===== src/rtl/vae_fx_pkg.sv =====
// Shared fixed-point types and helpers for the NIDS-VAE layer engines.
// Activation encodings, FSM states and saturating post-process functions.
package vae_fx_pkg;

    localparam int DW_DEF   = 16;
    localparam int FRAC_DEF = 10;
    localparam int ONE      = 1 << FRAC_DEF;

    typedef enum logic [1:0] {
        ACT_LIN  = 2'd0,
        ACT_RELU = 2'd1,
        ACT_HSIG = 2'd2,
        ACT_LIN3 = 2'd3
    } act_e;

    typedef enum logic [2:0] {
        S_IDLE,
        S_BIAS,
        S_MAC,
        S_DRAIN,
        S_WRITE,
        S_DONE
    } state_e;

    function automatic logic signed [63:0] saturate(
        input logic signed [63:0] v,
        input int                 dw
    );
        logic signed [63:0] hi;
        logic signed [63:0] lo;
        hi = (64'sd1 <<< (dw - 1)) - 64'sd1;
        lo = -(64'sd1 <<< (dw - 1));
        if (v > hi) return hi;
        if (v < lo) return lo;
        return v;
    endfunction

    // (v/4 + 0.5) clamped to [0, 1.0]
    function automatic logic signed [63:0] hard_sigmoid(
        input logic signed [63:0] v,
        input int                 frac
    );
        logic signed [63:0] one;
        logic signed [63:0] t;
        one = 64'sd1 <<< frac;
        t   = (v >>> 2) + (one >>> 1);
        if (t < 0) return 64'sd0;
        if (t > one) return one;
        return t;
    endfunction

endpackage


===== src/rtl/fc_layer_bram_lane.sv =====
// One output neuron: bias load, multiply-accumulate and
// shift/activation/saturation post-process.
module fc_mac_lane
    import vae_fx_pkg::*;
#(
    parameter int DW   = DW_DEF,
    parameter int FRAC = FRAC_DEF,
    parameter int AW   = 2 * DW + 4
) (
    input  logic                 clk,
    input  logic                 rst,
    input  logic                 load_i,
    input  logic                 add_i,
    input  act_e                 act_i,
    input  logic signed [DW-1:0] w_i,
    input  logic signed [DW-1:0] x_i,
    output logic        [DW-1:0] y_o,
    output logic                 sat_o
);

    logic signed [AW-1:0]   acc_q;
    logic signed [AW-1:0]   acc_d;
    logic signed [2*DW-1:0] prod;
    logic signed [63:0]     sh_v;
    logic signed [63:0]     act_v;
    logic signed [63:0]     sat_v;

    assign prod = w_i * x_i;

    always_comb begin
        acc_d = acc_q;
        if (load_i) begin
            acc_d = AW'(w_i) <<< FRAC;
        end else if (add_i) begin
            acc_d = acc_q + AW'(prod);
        end
    end

    always_ff @(posedge clk or posedge rst) begin
        if (rst) begin
            acc_q <= '0;
        end else begin
            acc_q <= acc_d;
        end
    end

    always_comb begin
        sh_v = 64'(acc_q >>> FRAC);
        unique case (act_i)
            ACT_RELU: act_v = (sh_v < 0) ? 64'sd0 : sh_v;
            ACT_HSIG: act_v = hard_sigmoid(sh_v, FRAC);
            default:  act_v = sh_v;
        endcase
        sat_v = saturate(act_v, DW);
        y_o   = sat_v[DW-1:0];
        sat_o = (sat_v != act_v);
    end

endmodule


===== src/rtl/fc_layer_bram.sv =====
// Fully-connected layer engine with internal weight/input/output BRAMs.
// Sequencer: bias read, N_IN MAC reads, drain, per-lane write-back.
module fc_layer_bram
    import vae_fx_pkg::*;
#(
    parameter int N_IN  = 9,
    parameter int N_OUT = 2,
    parameter int DW    = DW_DEF,
    parameter int FRAC  = FRAC_DEF
) (
    input  logic                       clk,
    input  logic                       rst,
    input  logic                       en,
    input  logic                       clr,
    input  logic                       start,
    input  logic [1:0]                 act_mode,
    output logic                       ready,
    output logic                       busy,
    output logic                       done,
    output logic                       ovf,
    input  logic                       w_we,
    input  logic [$clog2(N_IN+1)-1:0]  w_addr,
    input  logic [N_OUT*DW-1:0]        w_din,
    input  logic                       x_we,
    input  logic [$clog2(N_IN)-1:0]    x_addr,
    input  logic [DW-1:0]              x_din,
    input  logic                       y_en,
    input  logic [$clog2(N_OUT)-1:0]   y_addr,
    output logic [DW-1:0]              y_dout
);

    localparam int AW   = 2 * DW + $clog2(N_IN + 1);
    localparam int NMAX = (N_IN > N_OUT) ? N_IN : N_OUT;
    localparam int CW   = $clog2(NMAX + 1);
    localparam int WAW  = $clog2(N_IN + 1);
    localparam int XAW  = $clog2(N_IN);
    localparam int YAW  = $clog2(N_OUT);

    state_e          state_q, state_d;
    logic [CW-1:0]   cnt_q, cnt_d;
    act_e            act_q, act_d;
    logic            ovf_q, ovf_d;
    logic            done_q, done_d;
    logic            y_we;

    logic [N_OUT*DW-1:0] wmem [0:N_IN];
    logic [DW-1:0]       xmem [0:N_IN-1];
    logic [DW-1:0]       ymem [0:N_OUT-1];
    logic [N_OUT*DW-1:0] wrd_q;
    logic [DW-1:0]       xrd_q;
    logic [DW-1:0]       y_dout_q;

    logic [WAW-1:0]      w_ra;
    logic [XAW-1:0]      x_ra;
    logic [YAW-1:0]      wr_idx;
    logic                lane_load;
    logic                lane_add;
    logic [DW-1:0]       lane_y [N_OUT];
    logic [N_OUT-1:0]    lane_sat;

    assign ready  = (state_q == S_IDLE);
    assign busy   = ~ready;
    assign done   = done_q;
    assign ovf    = ovf_q;
    assign y_dout = y_dout_q;

    assign w_ra   = (state_q == S_BIAS) ? WAW'(N_IN) : cnt_q[WAW-1:0];
    assign x_ra   = cnt_q[XAW-1:0];
    assign wr_idx = cnt_q[YAW-1:0];

    // Read data lags the issued address by one enabled cycle
    assign lane_load = en && (state_q == S_MAC) && (cnt_q == '0);
    assign lane_add  = en && (((state_q == S_MAC) && (cnt_q != '0))
                              || (state_q == S_DRAIN));

    always_comb begin
        state_d = state_q;
        cnt_d   = cnt_q;
        act_d   = act_q;
        ovf_d   = ovf_q;
        done_d  = 1'b0;
        y_we    = 1'b0;
        if (en) begin
            if (clr) begin
                state_d = S_IDLE;
                cnt_d   = '0;
            end else begin
                unique case (state_q)
                    S_IDLE: begin
                        if (start) begin
                            state_d = S_BIAS;
                            act_d   = act_e'(act_mode);
                            ovf_d   = 1'b0;
                        end
                    end
                    S_BIAS: begin
                        state_d = S_MAC;
                        cnt_d   = '0;
                    end
                    S_MAC: begin
                        if (cnt_q == CW'(N_IN - 1)) begin
                            state_d = S_DRAIN;
                            cnt_d   = '0;
                        end else begin
                            cnt_d = cnt_q + CW'(1);
                        end
                    end
                    S_DRAIN: begin
                        state_d = S_WRITE;
                        cnt_d   = '0;
                    end
                    S_WRITE: begin
                        y_we = 1'b1;
                        if (lane_sat[wr_idx]) ovf_d = 1'b1;
                        if (cnt_q == CW'(N_OUT - 1)) begin
                            state_d = S_DONE;
                            cnt_d   = '0;
                        end else begin
                            cnt_d = cnt_q + CW'(1);
                        end
                    end
                    S_DONE: begin
                        state_d = S_IDLE;
                        done_d  = 1'b1;
                    end
                    default: state_d = S_IDLE;
                endcase
            end
        end
    end

    always_ff @(posedge clk or posedge rst) begin
        if (rst) begin
            state_q <= S_IDLE;
            cnt_q   <= '0;
            act_q   <= ACT_LIN;
            ovf_q   <= 1'b0;
            done_q  <= 1'b0;
        end else begin
            state_q <= state_d;
            cnt_q   <= cnt_d;
            act_q   <= act_d;
            ovf_q   <= ovf_d;
            done_q  <= done_d;
        end
    end

    // Host writes are only accepted while idle
    always_ff @(posedge clk) begin
        if (w_we && ready) wmem[w_addr] <= w_din;
        if (x_we && ready) xmem[x_addr] <= x_din;
        if (en) begin
            wrd_q <= wmem[w_ra];
            xrd_q <= xmem[x_ra];
        end
        if (y_we) ymem[wr_idx] <= lane_y[wr_idx];
    end

    always_ff @(posedge clk or posedge rst) begin
        if (rst) begin
            y_dout_q <= '0;
        end else if (y_en) begin
            y_dout_q <= ymem[y_addr];
        end
    end

    for (genvar k = 0; k < N_OUT; k++) begin : g_lane
        fc_mac_lane #(
            .DW   (DW),
            .FRAC (FRAC),
            .AW   (AW)
        ) u_lane (
            .clk    (clk),
            .rst    (rst),
            .load_i (lane_load),
            .add_i  (lane_add),
            .act_i  (act_q),
            .w_i    (wrd_q[k*DW +: DW]),
            .x_i    (xrd_q),
            .y_o    (lane_y[k]),
            .sat_o  (lane_sat[k])
        );
    end

endmodule


===== config.mk =====
export PLATFORM = sky130hd
export DESIGN_NAME = fc_layer_bram
export DESIGN_NICKNAME = d
export VERILOG_FILES = /design/src/rtl/vae_fx_pkg.sv /design/src/rtl/fc_layer_bram_lane.sv /design/src/rtl/fc_layer_bram.sv
export SDC_FILE = /design/constraint.sdc
export NUM_CORES = 2
export LEC_CHECK = 0
export ABC_AREA = 1
export CORE_MARGIN = 3
export CORE_UTILIZATION = 30
export DETAILED_ROUTE_END_ITERATION = 16
export GPL_TIMING_DRIVEN = 0
export PLACE_DENSITY_LB_ADDON = 0.25
export SETUP_SLACK_MARGIN = 0.5
export SYNTH_ARGS = -nofsm -noshare
export SYNTH_HDL_FRONTEND = slang
export SYNTH_HIERARCHICAL = 1
export SYNTH_SLANG_ARGS = --single-unit

===== constraint.sdc =====
create_clock -name clk -period 12.3 [get_ports clk]
set_input_delay 2.46 -clock clk [delete_from_list [all_inputs] [get_ports clk]]
set_output_delay 2.46 -clock clk [all_outputs]
set_load 0.1 [all_outputs]

==> impl_metrics.py <==
# Synthesis and PnR figures
metrics = {
    "finish": {
        "seq_area_sq_um": 18800,
        "drive_gt1_frac": 0.0601,
        "lay_top_cells": "nand2_1 (1186), inv_1 (1065), fa_1 (627)",
    },
    "worst_setup_path": {
        "r2r_slack_ps": 4730,
        "cp-startpoint": "wrd_q[2]",
        "cp_cell_sequence": "clkbuf_1 > clkbuf_1 > nand2_1 > fa_1 > fa_1 > inv_1 > fa_1 > inv_1 > fa_1 > fa_1 > inv_1 > fa_1 > ha_1 > nand2_1 > nor2_1 > nand4_1 > o21ai_0 > a21boi_0 > o21ai_0 > xnor2_1 > o21ai_0",
        "crit_cells": 21,
        "crit_slowest_cell": "clkbuf_1",
        "end_kind": "flop",
    },
    "logic_synthesis": {
        "logic_family": "adder cells",
        "topCellsByArea": "edfxtp_1 (31%), fa_1 (24%), nand2_1 (8.6%), inv_1 (7.7%), ha_1 (5.4%)",
        "xor_share": 0.00945,
        "synth.yosys.warnings": 6,
        "avgSynthCellArea_sq_um": 9.41,
        "ff_type": "edfxtp_1",
    },
    "global_route": {
        "grt_pass1_vias": 39305,
    },
    "clock_network": {
        "ctsHoldBuffers": 0,
        "cts.sinks": 643,
        "clock_tree.buffer_depth": 3,
    },
    "placement": {
        "dp_cells": 7963,
        "port_buffers": 85,
        "place_congestion": 0.900,
    },
    "sta": {
        "setup_violations": 0,
        "max_freq_ghz": 0.132,
        "finalClockSkew_ps": 47.1,
        "slew_headroom": 0.178,
        "fin_crit_sh": 0.615,
        "holdWs_ps": 495,
    },
    "die": {
        "dieHeight_um": 422,
        "die_w_um": 422,
    },
    "hold_path": {
        "hold_depth": 2,
    },
    "detailed_routing": {
        "dr.pass1.iters": 6,
        "wl_per_cell_um": 20.2,
    },
    "run_status": {
        "outcome": "finished, final reports clean",
    },
}
==> stage by stage <==
step            util  setup slack [ps]
2_1_floorplan      -              5900
3_3_place_gp   0.324              1510
3_5_place_dp   0.328              4780
4_1_cts        0.341              4730
5_1_grt        0.341              4320
6_report       0.341              4730
==> metal layers <==
metal | GRT usage | wire length [um]
met4 | 0.0730 | 6730
met3 | 0.0229 | 7580
met2 | 0.309 | 79000
met1 | 0.238 | 70200
met5 | 0 | 40
==> registers in the layout (all words and copies together) (netlist names), 2 cells and up <==
name	count
cnt_q	4
wrd_q	32
wmem	320
xrd_q	16
xmem	144
y_dout	16
ymem	32
g_lane.u_lane/acc_q	72
act_q	2
state_q	3
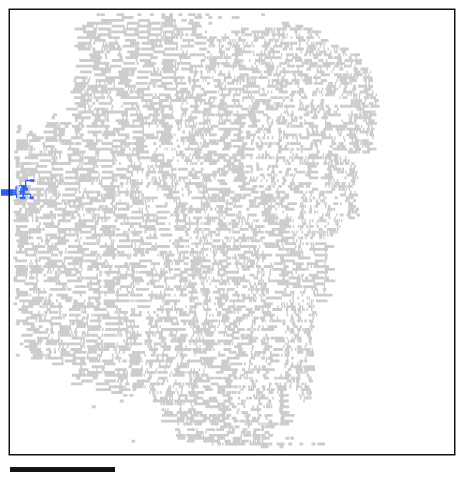
Figure 1: I/O nets highlighted.
The bar under the picture is 100 um long.
color	port	direction	edge	end cells	buffers	wire
blue	`w_addr`	input	left	10	4	90.2 um

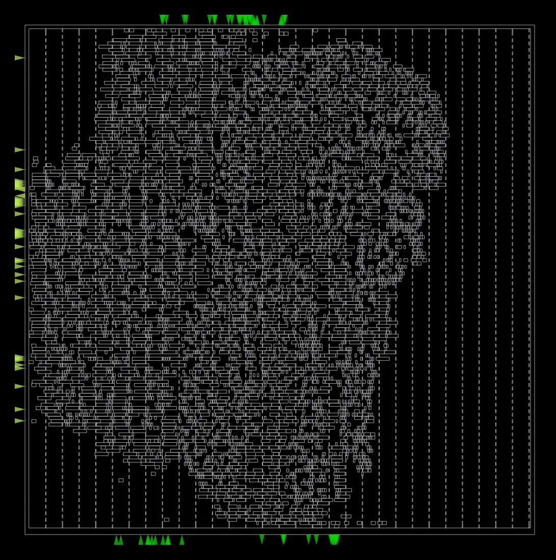
Figure 2: placement view.
core area: 172000 sq um
# rows: 152
Fillers: 17643

